==> src/rtl/acc_write_sequencer_if.sv <==
// acc_write_sequencer_if: instruction, issue and accumulator-write signals of the accumulator write sequencer
//   master: drives enable and the instruction offer, observes everything else
//   slave : the sequencer; accepts instructions, drives issue/write/status
interface acc_write_sequencer_if #(
    parameter int ADDR_WIDTH = 16,
    parameter int LEN_WIDTH  = 32
);
    logic                  enable;
    logic                  instr_valid;
    logic                  instr_ready;
    logic [ADDR_WIDTH-1:0] instr_acc_addr;
    logic [LEN_WIDTH-1:0]  instr_length;
    logic                  instr_accumulate;
    logic                  issue_valid;
    logic                  issue_first;
    logic                  acc_wr_en;
    logic [ADDR_WIDTH-1:0] acc_wr_addr;
    logic                  acc_wr_accumulate;
    logic                  done;
    logic                  busy;

    modport master (
        output enable, instr_valid, instr_acc_addr, instr_length, instr_accumulate,
        input  instr_ready, issue_valid, issue_first, acc_wr_en, acc_wr_addr,
               acc_wr_accumulate, done, busy
    );

    modport slave (
        input  enable, instr_valid, instr_acc_addr, instr_length, instr_accumulate,
        output instr_ready, issue_valid, issue_first, acc_wr_en, acc_wr_addr,
               acc_wr_accumulate, done, busy
    );
endinterface

==> src/rtl/acc_write_sequencer.sv <==
// acc_write_sequencer: issues matrix-multiply rows into the systolic array and
// emits the matching accumulator writes PIPE_DELAY enabled cycles later.
//   clk, rst : clock, synchronous active-high reset
//   bus      : slave side of acc_write_sequencer_if
//              enable           global enable, low freezes every register
//              instr_*          instruction handshake (base, length, accumulate)
//              issue_valid/first row entering the array / row 0 marker
//              acc_wr_*         delayed accumulator write descriptor
//              done             pulse on the last write of an instruction
//              busy             instruction active or rows in flight
module acc_write_sequencer #(
    parameter int ADDR_WIDTH   = 16,
    parameter int LEN_WIDTH    = 32,
    parameter int MATRIX_WIDTH = 14,
    parameter int PIPE_DELAY   = 2 * MATRIX_WIDTH + 3
) (
    input logic                    clk,
    input logic                    rst,
    acc_write_sequencer_if.slave   bus
);
    typedef enum logic [1:0] {IDLE, RUN, DRAIN} state_e;

    state_e                state_q, state_d;
    logic [ADDR_WIDTH-1:0] base_q, base_d;
    logic [LEN_WIDTH-1:0]  len_q, len_d;
    logic                  acc_q, acc_d;
    logic [LEN_WIDTH-1:0]  row_q, row_d;

    // Delay line: stage 0 receives the descriptor pushed this cycle,
    // stage PIPE_DELAY-1 is the head presented to the accumulator.
    logic [PIPE_DELAY-1:0] pipe_valid_q, pipe_valid_d;
    logic [PIPE_DELAY-1:0] pipe_last_q, pipe_last_d;
    logic [PIPE_DELAY-1:0] pipe_acc_q, pipe_acc_d;
    logic [ADDR_WIDTH-1:0] pipe_addr_q [PIPE_DELAY];
    logic [ADDR_WIDTH-1:0] pipe_addr_d [PIPE_DELAY];

    logic last_row;
    logic instr_ready;
    logic issuing;
    logic accept;
    logic load;
    logic head_valid;

    assign last_row    = row_q == len_q - LEN_WIDTH'(1);
    assign instr_ready = ~rst & ((state_q != RUN) | last_row);
    assign issuing     = ~rst & bus.enable & (state_q == RUN);
    assign accept      = bus.instr_valid & instr_ready & bus.enable;
    // Zero-length instructions complete the handshake but leave no trace.
    assign load        = accept & (bus.instr_length != '0);
    assign head_valid  = pipe_valid_q[PIPE_DELAY-1];

    always_comb begin
        state_d      = state_q;
        base_d       = base_q;
        len_d        = len_q;
        acc_d        = acc_q;
        row_d        = row_q;
        pipe_valid_d = pipe_valid_q;
        pipe_last_d  = pipe_last_q;
        pipe_acc_d   = pipe_acc_q;
        pipe_addr_d  = pipe_addr_q;
        if (bus.enable) begin
            for (int i = 1; i < PIPE_DELAY; i++) begin
                pipe_valid_d[i] = pipe_valid_q[i-1];
                pipe_last_d[i]  = pipe_last_q[i-1];
                pipe_acc_d[i]   = pipe_acc_q[i-1];
                pipe_addr_d[i]  = pipe_addr_q[i-1];
            end
            pipe_valid_d[0] = issuing;
            pipe_last_d[0]  = last_row;
            pipe_acc_d[0]   = acc_q;
            pipe_addr_d[0]  = base_q + ADDR_WIDTH'(row_q);
            row_d           = issuing ? row_q + LEN_WIDTH'(1) : row_q;
            if (load) begin
                base_d  = bus.instr_acc_addr;
                len_d   = bus.instr_length;
                acc_d   = bus.instr_accumulate;
                row_d   = '0;
                state_d = RUN;
            end else if (state_q == RUN && last_row) begin
                state_d = |pipe_valid_d ? DRAIN : IDLE;
            end else if (state_q == DRAIN && !(|pipe_valid_d)) begin
                state_d = IDLE;
            end
        end
    end

    always_ff @(posedge clk) begin
        if (rst) begin
            state_q      <= IDLE;
            base_q       <= '0;
            len_q        <= '0;
            acc_q        <= 1'b0;
            row_q        <= '0;
            pipe_valid_q <= '0;
            pipe_last_q  <= '0;
            pipe_acc_q   <= '0;
            pipe_addr_q  <= '{default: '0};
        end else begin
            state_q      <= state_d;
            base_q       <= base_d;
            len_q        <= len_d;
            acc_q        <= acc_d;
            row_q        <= row_d;
            pipe_valid_q <= pipe_valid_d;
            pipe_last_q  <= pipe_last_d;
            pipe_acc_q   <= pipe_acc_d;
            pipe_addr_q  <= pipe_addr_d;
        end
    end

    assign bus.instr_ready       = instr_ready;
    assign bus.issue_valid       = issuing;
    assign bus.issue_first       = issuing & (row_q == '0);
    assign bus.acc_wr_en         = ~rst & bus.enable & head_valid;
    assign bus.acc_wr_addr       = pipe_addr_q[PIPE_DELAY-1];
    assign bus.acc_wr_accumulate = pipe_acc_q[PIPE_DELAY-1];
    assign bus.done              = ~rst & bus.enable & head_valid & pipe_last_q[PIPE_DELAY-1];
    assign bus.busy              = (state_q != IDLE) | (|pipe_valid_q);
endmodule

==> src/flat_wrapper.sv <==
// flat-port wrapper written by rule: the top's interface ports become plain ports
module acc_write_sequencer_flat 
#(
    parameter int ADDR_WIDTH   = 16,
    parameter int LEN_WIDTH    = 32,
    parameter int MATRIX_WIDTH = 14,
    parameter int PIPE_DELAY   = 2 * MATRIX_WIDTH + 3
)
  (clk, rst, bus_enable, bus_instr_valid, bus_instr_acc_addr, bus_instr_length, bus_instr_accumulate, bus_instr_ready, bus_issue_valid, bus_issue_first, bus_acc_wr_en, bus_acc_wr_addr, bus_acc_wr_accumulate, bus_done, bus_busy);
  acc_write_sequencer_if #(.ADDR_WIDTH(ADDR_WIDTH), .LEN_WIDTH(LEN_WIDTH)) bus_i ();
  input logic clk;
  input logic rst;
  input wire logic [$bits(bus_i.enable)-1:0] bus_enable;
  input wire logic [$bits(bus_i.instr_valid)-1:0] bus_instr_valid;
  input wire logic [$bits(bus_i.instr_acc_addr)-1:0] bus_instr_acc_addr;
  input wire logic [$bits(bus_i.instr_length)-1:0] bus_instr_length;
  input wire logic [$bits(bus_i.instr_accumulate)-1:0] bus_instr_accumulate;
  output wire logic [$bits(bus_i.instr_ready)-1:0] bus_instr_ready;
  output wire logic [$bits(bus_i.issue_valid)-1:0] bus_issue_valid;
  output wire logic [$bits(bus_i.issue_first)-1:0] bus_issue_first;
  output wire logic [$bits(bus_i.acc_wr_en)-1:0] bus_acc_wr_en;
  output wire logic [$bits(bus_i.acc_wr_addr)-1:0] bus_acc_wr_addr;
  output wire logic [$bits(bus_i.acc_wr_accumulate)-1:0] bus_acc_wr_accumulate;
  output wire logic [$bits(bus_i.done)-1:0] bus_done;
  output wire logic [$bits(bus_i.busy)-1:0] bus_busy;
  assign bus_i.enable = bus_enable;
  assign bus_i.instr_valid = bus_instr_valid;
  assign bus_i.instr_acc_addr = bus_instr_acc_addr;
  assign bus_i.instr_length = bus_instr_length;
  assign bus_i.instr_accumulate = bus_instr_accumulate;
  assign bus_instr_ready = bus_i.instr_ready;
  assign bus_issue_valid = bus_i.issue_valid;
  assign bus_issue_first = bus_i.issue_first;
  assign bus_acc_wr_en = bus_i.acc_wr_en;
  assign bus_acc_wr_addr = bus_i.acc_wr_addr;
  assign bus_acc_wr_accumulate = bus_i.acc_wr_accumulate;
  assign bus_done = bus_i.done;
  assign bus_busy = bus_i.busy;
  acc_write_sequencer #(.ADDR_WIDTH(ADDR_WIDTH), .LEN_WIDTH(LEN_WIDTH), .MATRIX_WIDTH(MATRIX_WIDTH), .PIPE_DELAY(PIPE_DELAY)) u_core (.clk(clk), .rst(rst), .bus(bus_i));
endmodule
==> config.mk <==
export PLATFORM = sky130hd
export DESIGN_NAME = acc_write_sequencer_flat
export DESIGN_NICKNAME = d
export VERILOG_FILES = /design/src/rtl/acc_write_sequencer_if.sv /design/src/rtl/acc_write_sequencer.sv /design/src/flat_wrapper.sv
export SDC_FILE = /design/constraint.sdc
export NUM_CORES = 1
export LEC_CHECK = 0
export ABC_AREA = 0
export CAP_MARGIN = 20
export CORE_ASPECT_RATIO = 0.8
export CORE_MARGIN = 5
export CORE_UTILIZATION = 32
export CTS_CLUSTER_SIZE = 8
export DETAILED_ROUTE_END_ITERATION = 12
export PLACE_DENSITY_LB_ADDON = 0.25
export SYNTH_ARGS = -nofsm -noshare
export SYNTH_HDL_FRONTEND = slang
export SYNTH_SLANG_ARGS = --single-unit
==> constraint.sdc <==
create_clock -name clk -period 4.3 [get_ports clk]
set_input_delay 0.86 -clock clk [delete_from_list [all_inputs] [get_ports clk]]
set_output_delay 0.86 -clock clk [all_outputs]
set_load 0.01 [all_outputs]
==> run_1/wire_density.png <==
The die is cut into 33 by 27 equal tiles; dark purple is low, yellow is high, scaled to the fullest tile. Values are wire area over tile area, all layers added.
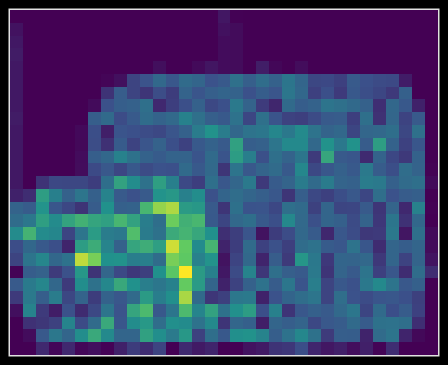
The emptiest ninth of the die: top left. 25% of the tiles are nearly empty. The fullest tile reaches 0.42. 8.0% of the tiles are over half the peak. The mean over all tiles is 0.097.

==> run_1/final_clocks.png <==
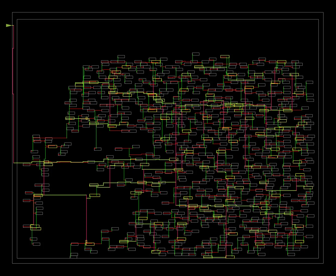
number of clock buffers inserted by TritonCTS: 94
clock sink count: 672
Flop Count: 672
clk_lat worst skew: 0.63 ns
clk_buf instances: 99

==> run_1/registers.png <==
Bar = 100 um. Other sequential cells in the stronger gray, the rest of the logic in the fainter gray.
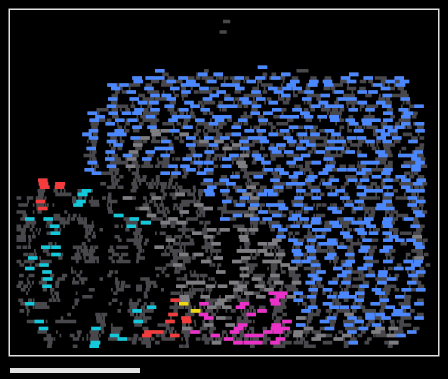
Magenta stands for `u_core.pipe_valid_q`, sequential cells 31, where bottom middle. Blue stands for `u_core.pipe_addr_q`, sequential cells 480. Red stands for `u_core.base_q`, sequential cells 16. Yellow stands for `u_core.state_q`, sequential cells 2. Cyan stands for `u_core.len_q`, sequential cells 32.

==> run 1: per-layer routing <==
layer  part of all wire, %  track usage [%]  up-vias
met1                    50             17.8     8258
met5                     0                0        -
li1                      -                -     8992
met4                   2.2             3.86        0
met2                    44             18.8      212
met3                   3.6             2.74       96
==> run 1: cells by family after synthesis <==
logic type      after synthesis  share of synthesized area, %
simple gates                893                          14.5
flops                       672                          51.4
mux                         586                          22.4
buf+inv                     251                          3.94
compound gates              128                          4.04
xor+xnor                     84                          2.81
fa+ha+maj                    19                         0.937
==> run 1: cell type report <==
cell class	instances	area (um^2)
timing repair buffer	123	1230
antenna	1	2.50
fill	7919	50200
multi-input combinational	1710	11800
inverter	62	233
tap	1092	1370
sequential	672	13500
clock inverter	6	146
clock buffer	99	2420
==> reports/qor.rpt, run 1 <==
====================================================================
DP Wirelength                                                35.3 mm
Library cell used as clock root buffer                  sky130_fd_sc_hd__clkbuf_16
CTS Buffer Depth                                                   3
Net count of the finished layout                                2735
Arrival time of the worst setup path                         3.25 ns
Largest registers                                       u_core.pipe_addr_q x480, u_core.len_q x32, u_core.row_q x32
Worst-path fanout max                                              6
WHS Path Cells                                                     2
Terminating pin of the worst hold path                  u_core.pipe_last_q[0]$_SDFFE_PP0P_
Outcome                                                 finished, final reports clean
Actual transition at the worst max-transition pin            1.07 ns
OpenROAD warning count                                            42
Highest attainable clock frequency                         0.243 GHz
Area of the die                                           87700 um^2
Worst max-slew margin expressed relative to the limit          28.9%
Number of instances in the synthesized netlist                  2633
Die boundary width                                            330 um
Syn avg cell area                                          9.94 um^2
Cell accounting for the most synthesized area           sky130_fd_sc_hd__dfxtp_1
Combinational group share of total power                        6.5%
Cell seen most often among critical-path stages         sky130_fd_sc_hd__or4_4
====================================================================
==> run_1/density.png <==
Bar = 100 um. The die is cut into 33 by 27 equal tiles; dark purple is low, yellow is high, 0 to 100% covered.
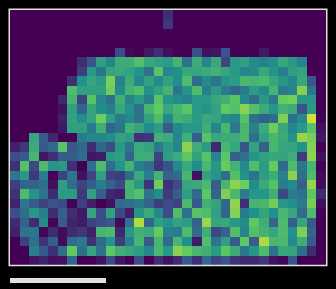

## Run 2: what changed since run 1
--- a/config.mk
+++ b/config.mk
@@ -12,7 +12,9 @@
 export CORE_UTILIZATION = 32
 export CTS_CLUSTER_SIZE = 8
 export DETAILED_ROUTE_END_ITERATION = 12
+export GPL_TIMING_DRIVEN = 0
 export PLACE_DENSITY_LB_ADDON = 0.25
+export SLEW_MARGIN = 20
 export SYNTH_ARGS = -nofsm -noshare
 export SYNTH_HDL_FRONTEND = slang
 export SYNTH_SLANG_ARGS = --single-unit
==> run_2/density.png <==
Bar = 100 um. The die is cut into 33 by 27 equal tiles; dark purple is low, yellow is high, 0 to 100% covered.
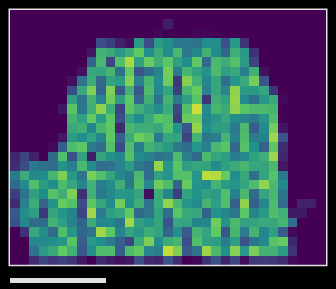
32% of the tiles are nearly empty. 6.2% of the tiles are over 75% full. The emptiest ninth of the die: top left. The densest ninth of the die: middle. The mean over all tiles is 34%.
core outline area: 80900 um^2
floorplan utilization: 32.4%
fraction of the core area covered by cells at the end of the flow: 38.3%

==> run_2/registers.png <==
Bar = 100 um. Other sequential cells in the stronger gray, the rest of the logic in the fainter gray.
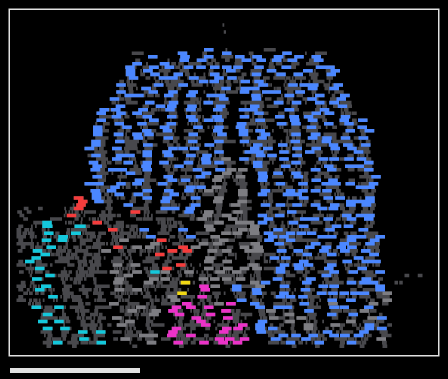
Blue stands for `u_core.pipe_addr_q`, sequential cells 480. Yellow stands for `u_core.state_q`, sequential cells 2. Cyan stands for `u_core.len_q`, sequential cells 32, where bottom left. Red stands for `u_core.base_q`, sequential cells 16. Magenta stands for `u_core.pipe_valid_q`, sequential cells 31, where bottom middle.
Seq area share: 43.4%
storage element area: 13500 um^2

==> reports/qor.rpt, run 2 <==
===================================================================================
Library cell used as clock root buffer                                 sky130_fd_sc_hd__clkbuf_16
Met3 track demand over resource                                               2.57%   -0.17 points
Non-clock buffer share                                                        5.11%   +1.1 points
Combinational share of cell area                                              38.3%   -0.26 points
Highest-utilization routing layer at the global route stage                    met2
Arrival time of the worst setup path                                        3.31 ns   +0.06 ns
OpenROAD warning count                                                           28   -33%
Number of instances in the synthesized netlist                                 2633   unchanged
Share of final layout cell area taken by clock buffers and inverters          8.02%   -0.35 points
And+or+nand+nor area frac                                                     14.5%   unchanged
Highest attainable clock frequency                                        0.240 GHz   -1.4%
WHS Path Cells                                                                    2   unchanged
Combinational group share of total power                                       6.6%   about the same
Post-synthesis mux area share                                                 22.4%   unchanged
Area fraction in full adders, half adders and majority gates                 0.937%   unchanged
Clock sink count                                                                672   unchanged
Clk_lat worst skew                                                          0.64 ns   about the same
Repair and plain buffers                                                        266   +120%
Worst max-slew margin expressed relative to the limit                         33.8%   +4.9 points
Outcome                                                                finished, final reports clean
Uppermost layer routed                                                         met4
Flop Count                                                                      672   unchanged
Met2 track demand over resource                                               19.8%   +1.0 points
Filler Cell Count                                                              7860   -0.75%
Met1 layer usage reported by global route                                     18.4%   +0.68 points
Routed wl met3                                                              2.25 mm   +14%
Multi-input gate count                                                         1710   unchanged
Largest registers                                                      u_core.pipe_addr_q x480, u_core.len_q x32, u_core.row_q x32
Worst-path fanout max                                                             6   unchanged
Inverter tally of the final layout excluding the clock network                   62   unchanged
Area of the die                                                          87700 um^2   unchanged
Cell accounting for the most synthesized area                          sky130_fd_sc_hd__dfxtp_1
Number of tap instances                                                        1092   unchanged
Clk_buf instances                                                                93   -6.1%
Synth Area in Compound Gates                                                  4.04%   unchanged
DP Wirelength                                                               42.2 mm   +19%
===================================================================================
[run 2: cell count changes in the layout (fill, tap and decap cells not counted), sizes merged]
cell | before | now
clkdlybuf4s15 | 0 | 1
diode | 1 | 0
clkbuf | 99 | 200
buf | 50 | 86
dlymetal6s2s | 1 | 0
inv | 64 | 66
bufinv | 1 | 0
[run 2: what timing repair did]
item / CTS / global route
gates resized: 23 / 22
setup buffers: 7 / 0
pin swaps: 6 / 7
setup endpoints to repair: 2 / 2
endpoints found under the hold margin: 0 / 0
[run 2: stage by stage]
step                      TNS (ns)  util [%]  instance area, um^2  cells
after floorplan                  0         -                26200   2633
after global placement      -0.696      35.0                28300   3798
after detailed placement    -0.687      35.0                28300   3798
after CTS                        0      38.2                30900   3903
after global routing       -0.0225      38.3                31000   3902
final                            0      38.3                31000   3902
Power is estimated from default activity; no workload was simulated.
